**Sequential cells grouped by signal name**

The bar under the picture is 50 µm long. Other sequential cells in the stronger grey, the rest of the logic in the fainter grey.
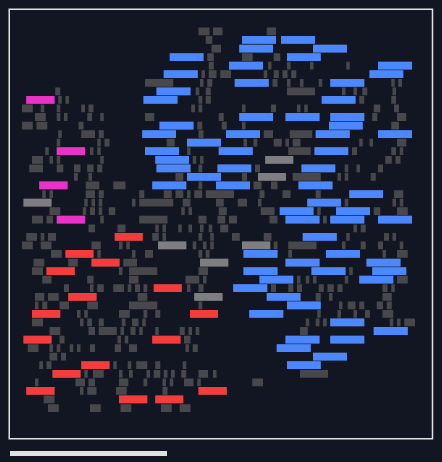
**M1 wires**

The bar under the picture is 50 µm long. Supply wires on this layer in grey. Cells faint in the background.
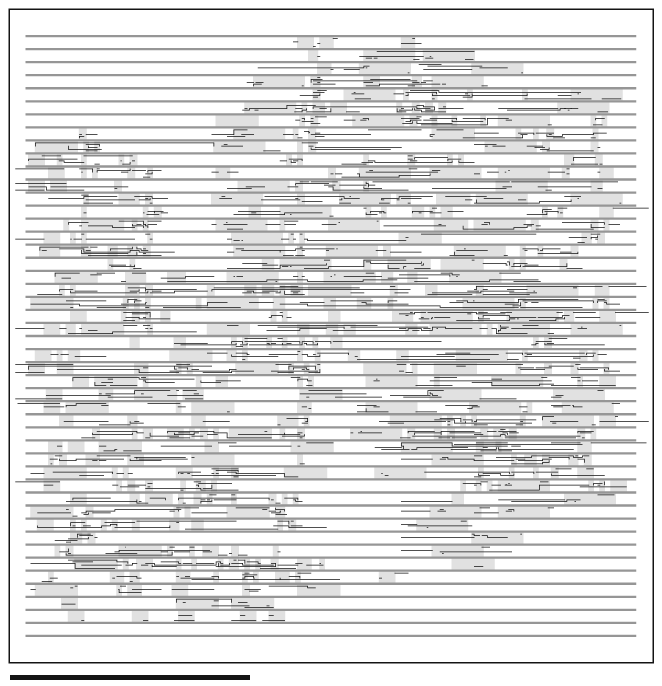
**Wires at chosen ports, followed through buffers**

The bar under the picture is 50 µm long.
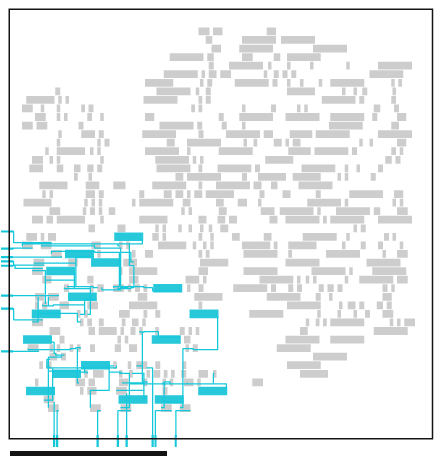
**Metal layers overlaid**

Two of the layers only.
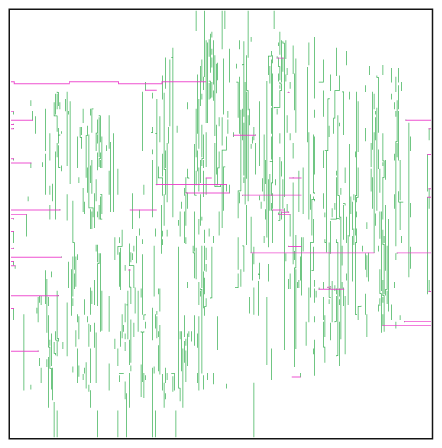
`config.mk`:
```
export PLATFORM = sky130hd
export DESIGN_NAME = axi_slave_rx_fifo_flat
export DESIGN_NICKNAME = d
export VERILOG_FILES = /design/src/rtl/axi_slave_rx_fifo_if.sv /design/src/rtl/axi_slave_rx_fifo.sv /design/src/flat_wrapper.sv
export SDC_FILE = /design/constraint.sdc
export NUM_CORES = 1
export LEC_CHECK = 0
export ABC_AREA = 1
export CAP_MARGIN = 0
export CELL_PAD_IN_SITES_DETAIL_PLACEMENT = 1
export CELL_PAD_IN_SITES_GLOBAL_PLACEMENT = 2
export CORE_AREA = 3 3 131 133
export CTS_CLUSTER_DIAMETER = 100
export CTS_CLUSTER_SIZE = 30
export DETAILED_ROUTE_END_ITERATION = 8
export DIE_AREA = 0 0 134 136
export GPL_TIMING_DRIVEN = 1
export PLACE_DENSITY = 0.55
export SYNTH_ARGS = -nofsm -noshare
export SYNTH_HDL_FRONTEND = slang
export SYNTH_SLANG_ARGS = --single-unit
```
`constraint.sdc`:
```
create_clock -name clk -period 3 [get_ports clk]
set_clock_uncertainty 0.1 [all_clocks]
set_input_delay 0.9 -clock clk [delete_from_list [all_inputs] [get_ports clk]]
set_output_delay 0.9 -clock clk [all_outputs]
set_load 0.02 [all_outputs]
```
`src/rtl/axi_slave_rx_fifo_if.sv`:
```
`default_nettype none
// ============================================================================
//  Module      : axi_slave_rx_fifo_if
//  Description : Master-side input and consumer-side output handshakes, plus
//                status, of the receive FIFO stage.
//  Revision    : 1.0 - initial release
// ============================================================================
interface axi_slave_rx_fifo_if #(
    parameter int DATA_W = 8,
    parameter int DEPTH  = 8
);
    logic                       m_valid;
    logic [DATA_W-1:0]          m_s_data;
    logic                       s_ready;
    logic                       d_valid;
    logic [DATA_W-1:0]          d_data;
    logic                       d_ready;
    logic [$clog2(DEPTH):0]     fill;
    logic [15:0]                rx_count;

    // Environment side: beat producer, beat consumer and status observer.
    modport master (
        output m_valid,
        output m_s_data,
        input  s_ready,
        input  d_valid,
        input  d_data,
        output d_ready,
        input  fill,
        input  rx_count
    );

    // FIFO side.
    modport slave (
        input  m_valid,
        input  m_s_data,
        output s_ready,
        output d_valid,
        output d_data,
        input  d_ready,
        output fill,
        output rx_count
    );
endinterface : axi_slave_rx_fifo_if
`default_nettype wire

```
`src/rtl/axi_slave_rx_fifo.sv`:
```
`default_nettype none
// ============================================================================
//  Module      : axi_slave_rx_fifo
//  Description : First-word-fall-through receive FIFO between master_logic and
//                the slave-side consumer, with fill level and beat counter.
//  Revision    : 1.0 - initial release
// ============================================================================
module axi_slave_rx_fifo #(
    parameter int DATA_W = 8,
    parameter int DEPTH  = 8
) (
    input  logic                clk,
    input  logic                rst,
    axi_slave_rx_fifo_if.slave  rx
);

    localparam int                  c_PTR_W  = $clog2(DEPTH);
    localparam int                  c_FILL_W = c_PTR_W + 1;
    localparam logic [c_FILL_W-1:0] c_FULL   = c_FILL_W'(DEPTH);

    logic [DATA_W-1:0]      r_mem [DEPTH];
    logic [c_PTR_W-1:0]     r_wr_ptr;
    logic [c_PTR_W-1:0]     r_rd_ptr;
    logic [c_FILL_W-1:0]    r_fill;
    logic [15:0]            r_rx_count;
    logic                   r_s_ready;

    logic                   w_push;
    logic                   w_pop;
    logic                   w_d_valid;
    logic [c_FILL_W-1:0]    w_fill_nxt;

    assign w_d_valid = (r_fill != '0);
    assign w_push    = rx.m_valid & r_s_ready;
    assign w_pop     = w_d_valid & rx.d_ready;

    always_comb begin
        w_fill_nxt = r_fill;
        if (w_push && !w_pop) begin
            w_fill_nxt = r_fill + c_FILL_W'(1);
        end else if (!w_push && w_pop) begin
            w_fill_nxt = r_fill - c_FILL_W'(1);
        end
    end

    // Storage is deliberately left out of reset; pointers alone define contents.
    always_ff @(posedge clk) begin
        if (w_push) begin
            r_mem[r_wr_ptr] <= rx.m_s_data;
        end
    end

    always_ff @(posedge clk or posedge rst) begin
        if (rst) begin
            r_wr_ptr   <= '0;
            r_rd_ptr   <= '0;
            r_fill     <= '0;
            r_rx_count <= '0;
            r_s_ready  <= 1'b0;
        end else begin
            if (w_push) begin
                r_wr_ptr   <= r_wr_ptr + c_PTR_W'(1);
                r_rx_count <= r_rx_count + 16'd1;
            end
            if (w_pop) begin
                r_rd_ptr <= r_rd_ptr + c_PTR_W'(1);
            end
            r_fill    <= w_fill_nxt;
            // Looking at the next fill lets ready fall on the very edge that fills the FIFO.
            r_s_ready <= (w_fill_nxt != c_FULL);
        end
    end

    assign rx.s_ready  = r_s_ready;
    assign rx.d_valid  = w_d_valid;
    assign rx.d_data   = r_mem[r_rd_ptr];
    assign rx.fill     = r_fill;
    assign rx.rx_count = r_rx_count;

endmodule : axi_slave_rx_fifo
`default_nettype wire

```
`src/flat_wrapper.sv`:
```
// flat-port wrapper written by rule: the top's interface ports become plain ports
module axi_slave_rx_fifo_flat 
#(
    parameter int DATA_W = 8,
    parameter int DEPTH  = 8
)
  (clk, rst, rx_m_valid, rx_m_s_data, rx_s_ready, rx_d_valid, rx_d_data, rx_d_ready, rx_fill, rx_rx_count);
  axi_slave_rx_fifo_if #(.DATA_W(DATA_W), .DEPTH(DEPTH)) rx_i ();
  input  logic clk;
  input  logic rst;
  input wire logic [$bits(rx_i.m_valid)-1:0] rx_m_valid;
  input wire logic [$bits(rx_i.m_s_data)-1:0] rx_m_s_data;
  output wire logic [$bits(rx_i.s_ready)-1:0] rx_s_ready;
  output wire logic [$bits(rx_i.d_valid)-1:0] rx_d_valid;
  output wire logic [$bits(rx_i.d_data)-1:0] rx_d_data;
  input wire logic [$bits(rx_i.d_ready)-1:0] rx_d_ready;
  output wire logic [$bits(rx_i.fill)-1:0] rx_fill;
  output wire logic [$bits(rx_i.rx_count)-1:0] rx_rx_count;
  assign rx_i.m_valid = rx_m_valid;
  assign rx_i.m_s_data = rx_m_s_data;
  assign rx_s_ready = rx_i.s_ready;
  assign rx_d_valid = rx_i.d_valid;
  assign rx_d_data = rx_i.d_data;
  assign rx_i.d_ready = rx_d_ready;
  assign rx_fill = rx_i.fill;
  assign rx_rx_count = rx_i.rx_count;
  axi_slave_rx_fifo #(.DATA_W(DATA_W), .DEPTH(DEPTH)) u_core (.clk(clk), .rst(rst), .rx(rx_i));
endmodule
```
==> flow_summary.json <==
{
  "clockRootBuffer": "clkbuf_16",
  "power_density_nw_per_um2": 979,
  "dp.final_hpwl_um": 7710,
  "remaining_drc_errors": 0,
  "tritoncts": "done",
  "syn_avg_cell_area_um2": 10.6,
  "critical_register_to_register_path_startpoint": "u_core.rx.fill[0]",
  "ff_type": "edfxtp_1",
  "warning_count": 27,
  "max_cap_violations": 0,
  "max_slew_headroom": 0.707,
  "yosysCellCount": 380,
  "grt_max_degree": 28,
  "timing.critical_path.from": "u_core.r_rd_ptr[1]",
  "critical-path-max-stage-delay_ns": 0.44,
  "finalCritPeriodShare": 0.966,
  "netlist.area_leader.share": 0.479,
  "status": "completed",
  "clock_latency_ns": 0.34,
  "routed_via_density": 4.35,
  "final_hold_vio_count": 0,
  "final_design_area_no_fill_um2": 5160,
  "worst_path_dominant_cell_family": "buffers and inverters",
  "grt_remaining_overflow": 0,
  "post_synth_num_cell_types": 29,
  "critical_path_arrival_ns": 1.90,
  "achievable-frequency_ghz": 0.345,
  "grt_util_all_layers": 0.126,
  "grt_pass1_vias": 3178,
  "antenna-diode-count": 0,
  "totalPowerFinal_uw": 5050,
  "cts_htree_levels": 3,
  "drtPass1Iterations": 4,
  "post_synth_inst_count": 380,
  "die-area_um2": 18200,
  "register_area_um2": 2600,
  "synth_async_sr_flop_share": 0.297,
  "slew_viol_final": 0,
  "avgRoutedWirePerCell_um": 16.3,
  "die_w_um": 134,
  "chipHeight_um": 136,
  "worst_r2r_path_depth": 10,
  "synth.net_count": 397,
  "leakage_uw": 0.00202,
  "min_path_type": "reg2reg",
  "tightest_slew_ns": 0.436,
  "setup_viol_count_final": 0
}
Back to the opening pictures, 'sequential cells grouped by signal name':
legend:
  u_core.rx.rx_count:
    colour: red
    sequential_cells: 16
  u_core.r_mem:
    colour: blue
    sequential_cells: 64
  u_core.rx.fill:
    colour: magenta
    sequential_cells: 4
not coloured: 7

Back to the opening pictures, 'M1 wires':
main direction: horizontal
longest straight run: 41.4 µm
routed via count: 2915
GR Layer Usage met1: 0.159
Detailed Route WL: 10900 µm

Back to the opening pictures, 'wires at chosen ports, followed through buffers':
legend:
  rx_rx_count:
    colour: cyan
    direction: output
    end_cells: 16
    wire: 831 µm
number of top-level design ports: 42
count of input and output buffers: 41

Back to the opening pictures, 'metal layers overlaid':
legend:
  met2:
    colour: green
    wire_length: 5300 µm
  met3:
    colour: magenta
    wire_length: 334 µm

final cells by class:
class,count,share of cell area
Inverter,27,0.0201
Clock inverter,6,0.0128
Timing Repair Buffer,68,0.122
Clock buffer,10,0.0444
Multi-Input combinational cell,252,0.245
Sequential cell,91,0.503
Tap cell,216,0.0524
stage by stage:
| stage | instances | util | setup slack, ns |
|---|---|---|---|
| 4_1_cts | 670 | 0.323 | 0.0491 |
| 3_3_place_gp | 654 | 0.305 | 0.166 |
| 3_5_place_dp | 654 | 0.305 | 0.161 |
| 6_report | 670 | 0.324 | 0.102 |
| 5_1_grt | 670 | 0.324 | 0.00881 |
| 2_1_floorplan | 380 | - | 0.704 |
placed cells by master (no fill, tap or decap), types with 11 or more instances in the layout:
cell              n
nand2_1          73
nor2_1           60
nand3_1          17
clkdlybuf4s50_1  32
o21ai_0          30
edfxtp_1         64
inv_1            23
xor2_1           11
dfrtp_1          27
buf_4            25
report_power, final:
| group | switching (µW) | internal (µW) | leakage (µW) | total, µW |
|---|---|---|---|---|
| Sequential | 195 | 1620 | 0.000913 | 1820 |
| Clock | 494 | 648 | 0.000137 | 1140 |
| Combinational | 1290 | 802 | 0.000966 | 2090 |
Yosys cell counts, drive strengths merged, types with 8 or more instances:
cell and n:
inv 26, edfxtp 64, nand3 18, a21oi 9, o21ai 39, nor2 63
nor3 10, buf 9, xor2 11, dfrtp 27, nand2 80, a31oi 8
registers in the layout (all words and copies together), names as in the netlist:
signal,cells
u_core.r_mem,64
u_core.rx.rx_count,16
u_core.rx.fill,4
u_core.r_rd_ptr,3
u_core.r_wr_ptr,3
u_core.rx.s_ready,1
per-layer routing:
metal,up-vias,GRT usage,part of all wire
li1,1427,-,-
met1,1419,0.159,0.46
met2,53,0.213,0.49
met3,16,0.0237,0.031
met4,0,0.0520,0.021
met5,-,0,0
logic make-up (layout without fill, tap and decap cells):
family | count (synthesis) | after routing | share of synthesized area
flops | 91 | 91 | 0.647
fa+ha+maj | 5 | 5 | 0.0156
simple gates | 177 | 177 | 0.194
compound gates | 57 | 57 | 0.0760
buf+inv | 37 | 111 | 0.0389
xor+xnor | 13 | 13 | 0.0283
final timing paths:
| kind | endpoint | slack, ns |
|---|---|---|
| max | rx_d_data[2] | 0.10 |
| min | u_core.rx.rx_count[12] | 0.43 |
| max reg2reg | u_core.rx.s_ready | 1.25 |
| min reg2reg | u_core.rx.rx_count[12] | 0.43 |
| max in group asynchronous | u_core.r_wr_ptr[1] | 1.69 |
| min in group asynchronous | u_core.rx.rx_count[6] | 0.83 |
Power figures rest on the tool's default switching activity, not on a simulated workload.
